<file path="config.mk">
export PLATFORM = sky130hd
export DESIGN_NAME = l1_l2_arbiter
export DESIGN_NICKNAME = d
export VERILOG_FILES = /design/src/rtl/l1_l2_arbiter.sv
export SDC_FILE = /design/constraint.sdc
export NUM_CORES = 1
export LEC_CHECK = 0
export CORE_AREA = 2 2 270 272
export CTS_BUF_LIST = sky130_fd_sc_hd__clkbuf_8
export CTS_CLUSTER_SIZE = 40
export DETAILED_ROUTE_END_ITERATION = 10
export DIE_AREA = 0 0 272 274
export SYNTH_ARGS = -nofsm -noshare
export SYNTH_HDL_FRONTEND = slang
export SYNTH_SLANG_ARGS = --single-unit
</file>
<file path="constraint.sdc">
create_clock -name clk -period 2.17 [get_ports clk]
set_input_delay 0.651 -clock clk [delete_from_list [all_inputs] [get_ports clk]]
set_output_delay 0.651 -clock clk [all_outputs]
set_load 0.05 [all_outputs]
</file>
<file path="src/rtl/l1_l2_arbiter.sv">
// l1_l2_arbiter
//   Shares the single L2 cache port between the L1 icache and L1 dcache.
//   One line transaction is in flight at a time; the granted request is
//   latched in IDLE and replayed to L2 from those registers until l2_resp.
//   The response is steered back to the owning L1 in the same cycle.
//
// Optional feature macro: ARB_ROUND_ROBIN_EN
//   defined   -> round-robin on simultaneous requests (last_grant register,
//                dcache wins the first tie after reset)
//   undefined -> fixed priority, dcache always wins a tie
//
// Handshake: x_read/x_write are levels held by the L1 until the one-cycle
//   x_resp pulse; the L1 drops its request in the DONE cycle that follows.
//   l2_read/l2_write are held (from latched state) until one-cycle l2_resp.
//
// Ports
//   clk, rst                    clock, synchronous active-high reset
//   i_read, i_address           icache line-fill request
//   i_rdata, i_resp             icache response
//   d_read, d_write, d_address, d_wdata   dcache fill / writeback request
//   d_rdata, d_resp             dcache response
//   l2_read, l2_write, l2_address, l2_wdata   request to L2
//   l2_rdata, l2_resp           L2 response
//   dbg_state                   current FSM state (IDLE=0 SERVE_I=1 SERVE_D=2 DONE=3)

module l1_l2_arbiter #(
  parameter int ADDR_W = 16,
  parameter int LINE_W = 128
) (
  input  logic              clk,
  input  logic              rst,
  input  logic              i_read,
  input  logic [ADDR_W-1:0] i_address,
  output logic [LINE_W-1:0] i_rdata,
  output logic              i_resp,
  input  logic              d_read,
  input  logic              d_write,
  input  logic [ADDR_W-1:0] d_address,
  input  logic [LINE_W-1:0] d_wdata,
  output logic [LINE_W-1:0] d_rdata,
  output logic              d_resp,
  output logic              l2_read,
  output logic              l2_write,
  output logic [ADDR_W-1:0] l2_address,
  output logic [LINE_W-1:0] l2_wdata,
  input  logic [LINE_W-1:0] l2_rdata,
  input  logic              l2_resp,
  output logic [1:0]        dbg_state
);

  typedef enum logic [1:0] {
    IDLE    = 2'd0,
    SERVE_I = 2'd1,
    SERVE_D = 2'd2,
    DONE    = 2'd3
  } state_t;

  state_t            state, state_next;
  logic [ADDR_W-1:0] lat_addr;
  logic [LINE_W-1:0] lat_wdata;
  logic              lat_write;
  logic              d_req;
  logic              grant_i, grant_d;
  logic              serving;

`ifdef ARB_ROUND_ROBIN_EN
  localparam logic GRANT_I = 1'b0;
  logic last_grant;
`endif

  assign d_req     = d_read | d_write;
  assign dbg_state = state;

  // Next state and grant decision
  always_comb begin
    state_next = state;
    grant_i    = 1'b0;
    grant_d    = 1'b0;
    case (state)
      IDLE: begin
`ifdef ARB_ROUND_ROBIN_EN
        if (d_req && i_read) begin
          // The side that did not win last time takes the tie
          if (last_grant == GRANT_I) grant_d = 1'b1;
          else                       grant_i = 1'b1;
        end else if (d_req) begin
          grant_d = 1'b1;
        end else if (i_read) begin
          grant_i = 1'b1;
        end
`else
        if (d_req)       grant_d = 1'b1;
        else if (i_read) grant_i = 1'b1;
`endif
        if (grant_d)      state_next = SERVE_D;
        else if (grant_i) state_next = SERVE_I;
      end
      SERVE_I: if (l2_resp) state_next = DONE;
      SERVE_D: if (l2_resp) state_next = DONE;
      DONE:    state_next = IDLE;
      default: state_next = IDLE;
    endcase
  end

  // Outputs: L2 side comes only from latched registers; rst drops the
  // request in the same cycle rather than waiting for the state to clear.
  always_comb begin
    serving    = ((state == SERVE_I) || (state == SERVE_D)) && !rst;
    l2_read    = serving && !lat_write;
    l2_write   = serving && lat_write;
    l2_address = lat_addr;
    l2_wdata   = lat_wdata;
    i_resp     = !rst && (state == SERVE_I) && l2_resp;
    d_resp     = !rst && (state == SERVE_D) && l2_resp;
    i_rdata    = l2_rdata;
    d_rdata    = l2_rdata;
  end

  always_ff @(posedge clk) begin
    if (rst) begin
      state     <= IDLE;
      lat_addr  <= '0;
      lat_wdata <= '0;
      lat_write <= 1'b0;
    end else begin
      state <= state_next;
      if (grant_d) begin
        // write wins when d_read and d_write are both high
        lat_addr  <= d_address;
        lat_wdata <= d_wdata;
        lat_write <= d_write;
      end else if (grant_i) begin
        lat_addr  <= i_address;
        lat_wdata <= '0;
        lat_write <= 1'b0;
      end
    end
  end

`ifdef ARB_ROUND_ROBIN_EN
  always_ff @(posedge clk) begin
    if (rst)          last_grant <= GRANT_I;
    else if (grant_d) last_grant <= ~GRANT_I;
    else if (grant_i) last_grant <= GRANT_I;
  end
`endif

  a_no_read_and_write: assert property (@(posedge clk) disable iff (rst) !(d_read && d_write))
    else $error("l1_l2_arbiter: d_read and d_write both high, read ignored");

endmodule

</file>
==> Changelog: implementation, run 1 <==
### Metrics

* Status: complete, but fails checks
* Violated checks: negative setup slack
* Row cnt at 99
* DIE WIDTH at 272 um
* NetSw at 5.66 mW
* Setup-failing EPs final at 3
* Hold Vio Cnt, Final at 0
* Worst vdd ir at between 0.0006 and 0.0007 V
* RSZ-0062 raised after global routing: yes
* Worst EP arrival at 1.59 ns
* H-Tree Depth at 4
* First-pass GRT wire length at roughly 35 mm
* Final Critical Period at 2.24 ns
* Initial antenna violation count at 2
* OpenROAD warnings at 31
* Internal at roughly 6.6 mW
* TritonCTS Buffers at 17
* TritonCTS clock tree: done
* GPL Wtd Cong at 0.823
* Total number of vias at 5055
* Crit Path Category: flip-flop to output pin
* Worst Hold Class: flip-flop to flip-flop
* IO buf count at 315
* Number of global-route vias before repair at between 5000 and 6000
* GR Overflow Total at 0
* Most common logic cells in the final layout: clkdlybuf4s50_1, dfxtp_1, a22o_1
* Registers, synthesis at ~150
* Max_cap viols at 0
* CTS sink cnt at 147
* Pre-antenna DRT Iters at 4
* Largest net degree at the start of global routing at 30
* Layout cells sized above 1 at 0.192
* Slew headroom at 0.644
* IO Pins at 700
* Vias per std cell at 2.94
* Pins Over Slew Limit at 0
* Iteration-0 DRC Markers at 122
* Die Area at 0.0745 mm^2
* Core area at just over 0.07 mm^2
* Buffer depth of the longest clock path at 2
* Crit path launch type: flip-flop
* Required time worst endpoint at 1.52 ns
* Most used logic cell in the final layout: clkdlybuf4s50_1
* Yosys cell count at about 660
* Sequential Power Share at 0.312
* Nets at around 1000
* Power, Total at 12.2 mW
* Logic pwr share at 0.505
* Distinct cells, synth at 28
* Post-route ant nets at 0
* Yosys synthesis chip area at 0.00693 mm^2
* CP Max Fanout at 5
* Dpl hpwl at 19.2 mm
* Syn_area_per_cell at 10.5 um^2
* Die height at 274 um
* Cycle use final at 1.03
* Core Util at FP at 0.0963
* Area grow syn2layout at 41.7%
* Mapped Area at 0.00693 mm^2
* GRT Util Overall at 0.0652
* Syn Inst Count at 663
* Switching part of the total power at 0.463
* Final worst slack at -0.0702 ns
* P_leak at roughly 3.9 nW
* Detailed-route DRC error count at 0
* Yosys synthesis warning count at 0
* Peak Freq at 446 MHz
* Slew @ Worst Pin at between 0.5 and 0.6 ns
* Clk network pwr share at 0.183
* Clock-pin slew on the worst setup and hold paths at 0.09 ns
* Pre-CTS WS at -0.215 ns
* Root buf cell: clkbuf_8
* CP Capture Type: output pin
* Synth Net Count at 961
* Final wirelength at 24.8 mm
* Synth Seq Share at 0.425
* Wire length per cell at 14.4 um
* PwrDens at 1250 mW/mm^2
-- run 1: cells in the mapped netlist, drive strengths merged --
master  number  area share
or4b        16       0.023
nor3b        2      0.0029
a21oi        2      0.0014
and3b        3      0.0038
a2111o       1      0.0016
nor2        19       0.014
a22o       128        0.16
nor2b        2      0.0018
ha           4      0.0072
o21ai       18       0.013
nand2b       1     0.00090
mux2i        1      0.0014
a211oi      16       0.017
o31a         1      0.0013
inv          2      0.0011
buf        289        0.32
nor4b        1      0.0013
dfxtp      147        0.42
clkbuf       8      0.0043
nand2        1     0.00054
o41ai        1      0.0013
-- run 1: final timing paths --
check               start      endpoint  slack (ns)  cells past startpoint
min reg2reg  l2_wdata[91]  l2_wdata[91]        0.47                      1
max          dbg_state[0]       l2_read       -0.07                      4
max reg2reg  dbg_state[0]  dbg_state[1]        0.44                      7
min          l2_wdata[91]  l2_wdata[91]        0.47                      1
-- run 1: critical path, stage by stage (launching register included) --
cell and delay (ns):
dfxtp_4 0.38, inv_4 0.04, ha_4 0.28, nor3b_4 0.22, buf_12 0.16
-- run 1: cells by family (layout without fill, tap and decap cells) --
family,Yosys count,in the layout,synth area share
buf+inv,299,395,0.321
compound gates,167,167,0.198
flops,147,147,0.425
simple gates,45,45,0.0480
fa+ha+maj,4,4,0.00722
mux,1,1,0.00144
other cells,0,2,0
-- run 1: power groups by stage --
| stage | sequential (mW) | combinational, mW | clock (mW) |
|---|---|---|---|
| 3_5_place_dp | 3.87 | 6.45 | 0 |
| 3_3_place_gp | 3.85 | 6.37 | 0 |
| 2_1_floorplan | 6.23 | 2.88 | 0 |
| 4_1_cts | 3.81 | 6.26 | 2.45 |
| 5_1_grt | 3.91 | 6.55 | 2.53 |
| 6_report | 3.81 | 6.18 | 2.24 |
-- run 1: per-stage QoR --
stage / instance area, um^2 / setup TNS [ns] / instances / utilization / hold slack (ns)
finish: 9820 / -0.148 / 1720 / 0.136 / 0.473
global route: 9820 / -0.600 / 1719 / 0.136 / 0.491
CTS: 9780 / -0.566 / 1716 / 0.136 / 0.479
detailed placement: 9440 / -23.37 / 1681 / 0.131 / 0.454
global placement: 9440 / -18.61 / 1681 / 0.131 / 0.456
floorplan: 6950 / 0 / 663 / - / 0.490
-- run 1: layout make-up --
class | instances | area (um^2)
flip-flops and latches | 147 | 2950
clock inverters | 13 | 123
inverters | 2 | 12.5
repair buffers | 361 | 3470
clock buffers | 19 | 262
well taps | 959 | 1200
multi-input cells | 217 | 1800
diodes | 2 | 5.00
fillers | 8069 | 62100
-- run 1: state kept, by name, indices dropped and copies added, names as in the netlist --
name	flops
l2_address	16
lat_write	1
l2_wdata	128
dbg_state	2
-- run 1: routing by layer --
layer	global-route usage	wire length [um]
met5	0.00193	13
met4	0.0505	1330
met3	0.0516	4070
met2	0.100	11200
met1	0.0563	8140
-- run 1: what timing repair did --
item | CTS | global route
pin swaps | 2 | 1
endpoints found under the setup margin | 106 | 12
gates resized | 144 | 14
hold buffers | 0 | 0
buffers inserted | 3 | 2
hold endpoints to repair | 0 | 0
run_1/pins.png
Pins as bars across the die edge, other pins in grey.
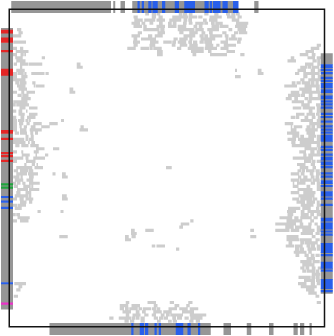
[dbg_state] green | pins: 2 | direction: output | edge: left
[l2_wdata] blue | pins: 128 | direction: output | edge: 71 right, 38 top, 15 bottom, 4 left
[l2_resp] magenta | pins: 1 | direction: input | edge: left
[i_address] red | pins: 16 | direction: input | edge: left
all pins by edge: 198 top, 179 left, 170 bottom, 153 right

run_1/metal_stack.png
Scale bar: 100 um.
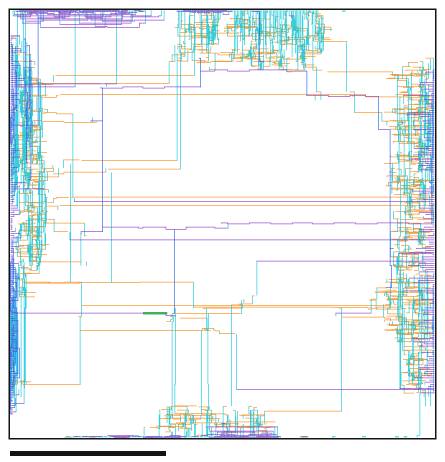
[met3] purple | wire length: 4070 um
[met2] cyan | wire length: 11200 um
[met4] blue | wire length: 1330 um
[met5] green | wire length: 13.8 um
[met1] orange | wire length: 8140 um

run_1/final_clocks.png
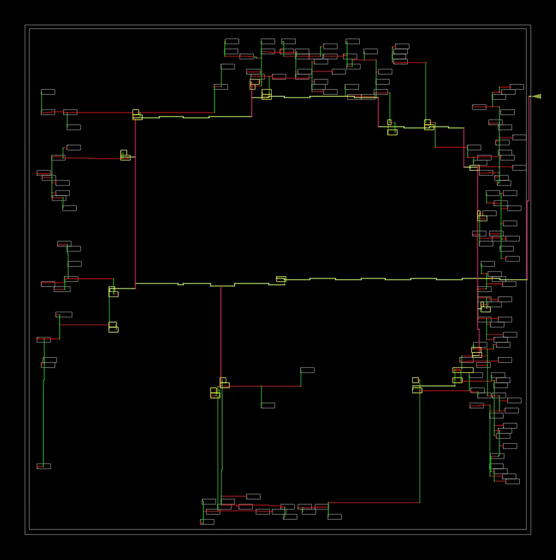
Clock Latency Late Sink: 0.52 ns
Setup Skew: 0.0242 ns
CLK BUF: 19

--- run 2 (diff from run 1) ---
--- a/config.mk
+++ b/config.mk
@@ -10,6 +10,7 @@
 export CTS_CLUSTER_SIZE = 40
 export DETAILED_ROUTE_END_ITERATION = 10
 export DIE_AREA = 0 0 272 274
+export PLACE_DENSITY = 0.43
 export SYNTH_ARGS = -nofsm -noshare
 export SYNTH_HDL_FRONTEND = slang
 export SYNTH_SLANG_ARGS = --single-unit
==> Changelog: implementation, run 2 <==
### Metrics

* Status: complete, but fails checks
* Violated checks: negative setup slack
* RSZ-0062 raised after global routing: yes
* Adder Share, Synth at 0.00722 (unchanged)
* Mapped Area at 0.00693 mm^2 (unchanged)
* WHS Path Cells at 1 (unchanged)
* Iteration-0 DRC Markers at 220 (+80%)
* Detailed-route DRC error count at 0 (unchanged)
* Gate Area at 0.00181 mm^2 (+0.42%)
* Cycle use final at 1.04 (+0.00871)
* Root buf cell: clkbuf_8
* Synth Net Count at 961 (unchanged)
* Crit path launch type: flip-flop
* CP Max Fanout at 3 (-2)
* Placed insts at 1682 (+0.059%)
* Async SR Flop Fraction at 0 (unchanged)
* Final wirelength at 25.7 mm (+3.6%)
* Wire length per cell at 14.9 um (+3.5%)
* # fillers at 8138 (+0.86%)
* Vias per std cell at 2.92 (-0.55%)
* Post-synth EDFFs at 0 (unchanged)
* Most common flop cell mapped by yosys: dfxtp_1
* CP Capture Type: output pin
* CTS sink cnt at 147 (unchanged)
* Most common logic cells in the final layout: clkdlybuf4s50_1, dfxtp_1, a22o_1
* Area fraction of the dominant cell type after synthesis at 0.425 (unchanged)
* XORs/XNORs by Area at 0 (unchanged)
* FF-to-FF setup slack at 0.57 ns (+0.13 ns)
* Synth top cells by count: buf_4, dfxtp_1, a22o_1
* Fin cells at 1722 (+0.12%)
* Die height at 274 um (unchanged)
* IO Pins at 700 (unchanged)
* Crit Path Category: flip-flop to output pin
* Top Metal Used: met5
* Clock-pin slew on the worst setup and hold paths at 0.10 ns (about the same)
* Registers, synthesis at 147 (unchanged)
* Slew @ Worst Pin at 0.522 ns (-0.0141 ns)
* Wire length on met2 at 10.6 mm (-5.1%)
* Area grow syn2layout at 40.5%
* Yosys cell count at 663 (unchanged)
* R2r endpoint: l2_wdata[123]
* Pre-antenna DRT Iters at 4 (unchanged)
* Die Area at 0.0745 mm^2 (unchanged)
* Pins Over Slew Limit at 0 (unchanged)
* Max_cap viols at 0 (unchanged)
* Comb area leader: buffers and inverters
* GRT Util Overall at 0.0676 (+0.00238)
* R2R depth at 7 (unchanged)
* Slew headroom at 0.653 (+0.00933)
* Synth Seq Share at 0.425 (unchanged)
* Final worst slack at -0.0891 ns (-0.0189 ns)
* H-Tree Depth at 4 (unchanged)
* Synth area leaders: dfxtp_1, buf_4, a22o_1
* Peak Freq at 443 MHz (-0.84%)
* Yosys top cell by instances: buf_4
* PwrDens at 1260 mW/mm^2 (+1.4%)
* Hold Vio Cnt, Final at 0 (unchanged)
* Core Util at FP at 0.0963 (unchanged)
* Row cnt at 99 (unchanged)
* Yosys synthesis chip area at 0.00693 mm^2 (unchanged)
* GR Overflow Total at 0 (unchanged)
* Dpl hpwl at 19.2 mm (-0.40%)
* Most used logic cell in the final layout: clkdlybuf4s50_1
* Worst vdd ir at 0.000563 V (-19%)
* Buffer depth of the longest clock path at 2 (unchanged)
* GPL Wtd Cong at 0.772 (-6.2%)
* Yosys simple share at 0.0480 (unchanged)
* Metal3 WL at 3.29 mm (-19%)
* IO buf count at 315 (unchanged)
* OpenROAD warnings at 32 (+3.2%)
* Area leader, netlist: dfxtp_1
* Hold path start: l2_wdata[114]
* Syn_area_per_cell at 10.5 um^2 (unchanged)
* Clock Latency Late Sink at 0.53 ns (about the same)
* Initial antenna violation count at 2 (unchanged)
* Syn Inst Count at 663 (unchanged)
* Util after Layout at 0.135 (-0.00111)
* Layout cells sized above 1 at 0.231 (+0.0389)
* Largest net degree at the start of global routing at 38 (+27%)
* Final Critical Period at 2.26 ns (+0.0189 ns)
* # hold bufs at CTS at 0 (unchanged)
* Setup-failing EPs final at 4 (+1)
* P_leak at 3.84 nW (-1.3%)
* Complex Gates by Area at 0.198 (unchanged)
* Distinct cells, synth at 28 (unchanged)
* Reg area at 0.00295 mm^2 (about the same)
* Core area at 0.0720 mm^2 (unchanged)
* WL met1 at 10.6 mm (+31%)
* First-pass GRT wire length at 35.8 mm (+3.5%)
* WHS Endpoint: l2_wdata[114]
* Post-route ant nets at 0 (unchanged)
* Nets at 1046 (+0.19%)
* Max reg flops at 128 (unchanged)
* Required time worst endpoint at 1.52 ns (about the same)
* Worst EP arrival at 1.61 ns (+0.02 ns)
* DIE WIDTH at 272 um (unchanged)
* TritonCTS Buffers at 17 (unchanged)
* Number of global-route vias before repair at 5143 (-2.9%)
* TritonCTS clock tree: done
* FF-to-FF Start: dbg_state[0]
[run 2: cell counts after synthesis]
No cell type changed its count.
[run 2: per-stage QoR]
| stage | hold slack, ns | total power, mW | setup TNS [ns] | cell area, um^2 | setup WS (ns) |
|---|---|---|---|---|---|
| 6_report | 0.471 | 12.3 | -0.185 | 9740 | -0.0891 |
| 5_1_grt | 0.486 | 13.1 | -0.662 | 9740 | -0.204 |
| 3_3_place_gp | 0.455 | 10.3 | -17.54 | 9340 | -0.150 |
| 2_1_floorplan | 0.490 | 9.10 | 0 | 6950 | 0.00851 |
| 4_1_cts | 0.480 | 12.6 | -0.480 | 9690 | -0.162 |
| 3_5_place_dp | 0.453 | 10.3 | -22.66 | 9340 | -0.187 |
[run 2: routing by layer]
metal  track usage  vias to the layer above
li1              -                     2260
met1        0.0776                     2275
met2        0.0930                      413
met3        0.0426                       81
met4        0.0386                        4
met5        0.0135                        -
[run 2: report_power, final]
group | internal (mW) | switching, mW
clock | 0.857 | 1.38
combinational | 2.17 | 4.08
sequential | 3.41 | 0.388
[run 2: what timing repair did]
action / in CTS / in global routing
hold endpoints to repair: 0 / 0
endpoints found under the setup margin: 79 / 26
cloned: 0 / 0
pin swaps: 3 / 1
gates resized: 98 / 27
setup buffers: 4 / 2
[run 2: worst max-delay path by stage]
| stage | startpoint | to | slack (ns) | cells past startpoint |
|---|---|---|---|---|
| 2_1_floorplan | rst | l2_read | 0.009 | 3 |
| 3_3_place_gp | rst | d_resp | -0.15 | 3 |
| 3_5_place_dp | rst | l2_wdata[96] | -0.19 | 5 |
| 4_1_cts | dbg_state[1] | l2_read | -0.16 | 4 |
| 5_1_grt | dbg_state[1] | l2_read | -0.20 | 4 |
| 6_report | dbg_state[1] | l2_read | -0.09 | 4 |
[run 2: area by class of cell]
type	count	share of cell area
timing repair buffer	363	0.349
sequential	147	0.303
multi-input combinational	217	0.186
tap	959	0.123
clock buffer	18	0.0254
clock inverter	14	0.0122
inverter	2	0.00103
antenna	2	0.000514
[run 2: logic make-up after synthesis]
logic type	Yosys count
compound gates	167
simple gates	45
flops	147
buf+inv	299
mux	1
fa+ha+maj	4
[run 2: worst max-delay path, cell delays in order, from the launching register on]
cell	delay, ns
dfxtp_4	0.38
inv_4	0.05
ha_4	0.27
nor3b_4	0.21
buf_12	0.16
run_2/clock_map.png
Scale bar: 100 um.
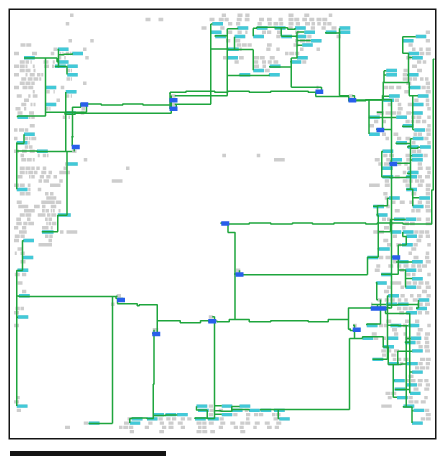
[clock wires] green | length: 3430 um
[flip-flops] cyan | count: 147
[cells driving clock nets] blue | count: 17
routed clock nets: 18
flops lie: spread over the die

run_2/final_clocks.png
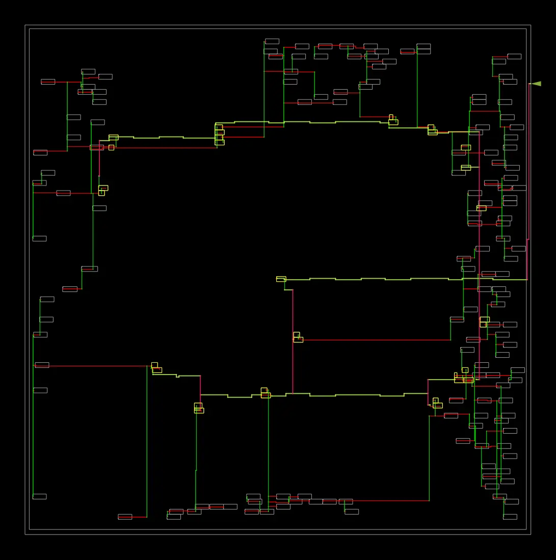
Setup Skew: 0.0238 ns
CLK BUF: 18

run_2/metal_stack.png
Scale bar: 100 um.
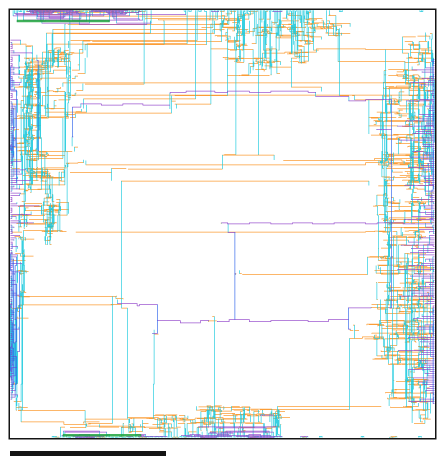
[met2] cyan | wire length: 10600 um
[met4] blue | wire length: 993 um
[met5] green | wire length: 107 um
[met1] orange | wire length: 10600 um
[met3] purple | wire length: 3290 um

Power is estimated from default activity; no workload was simulated.
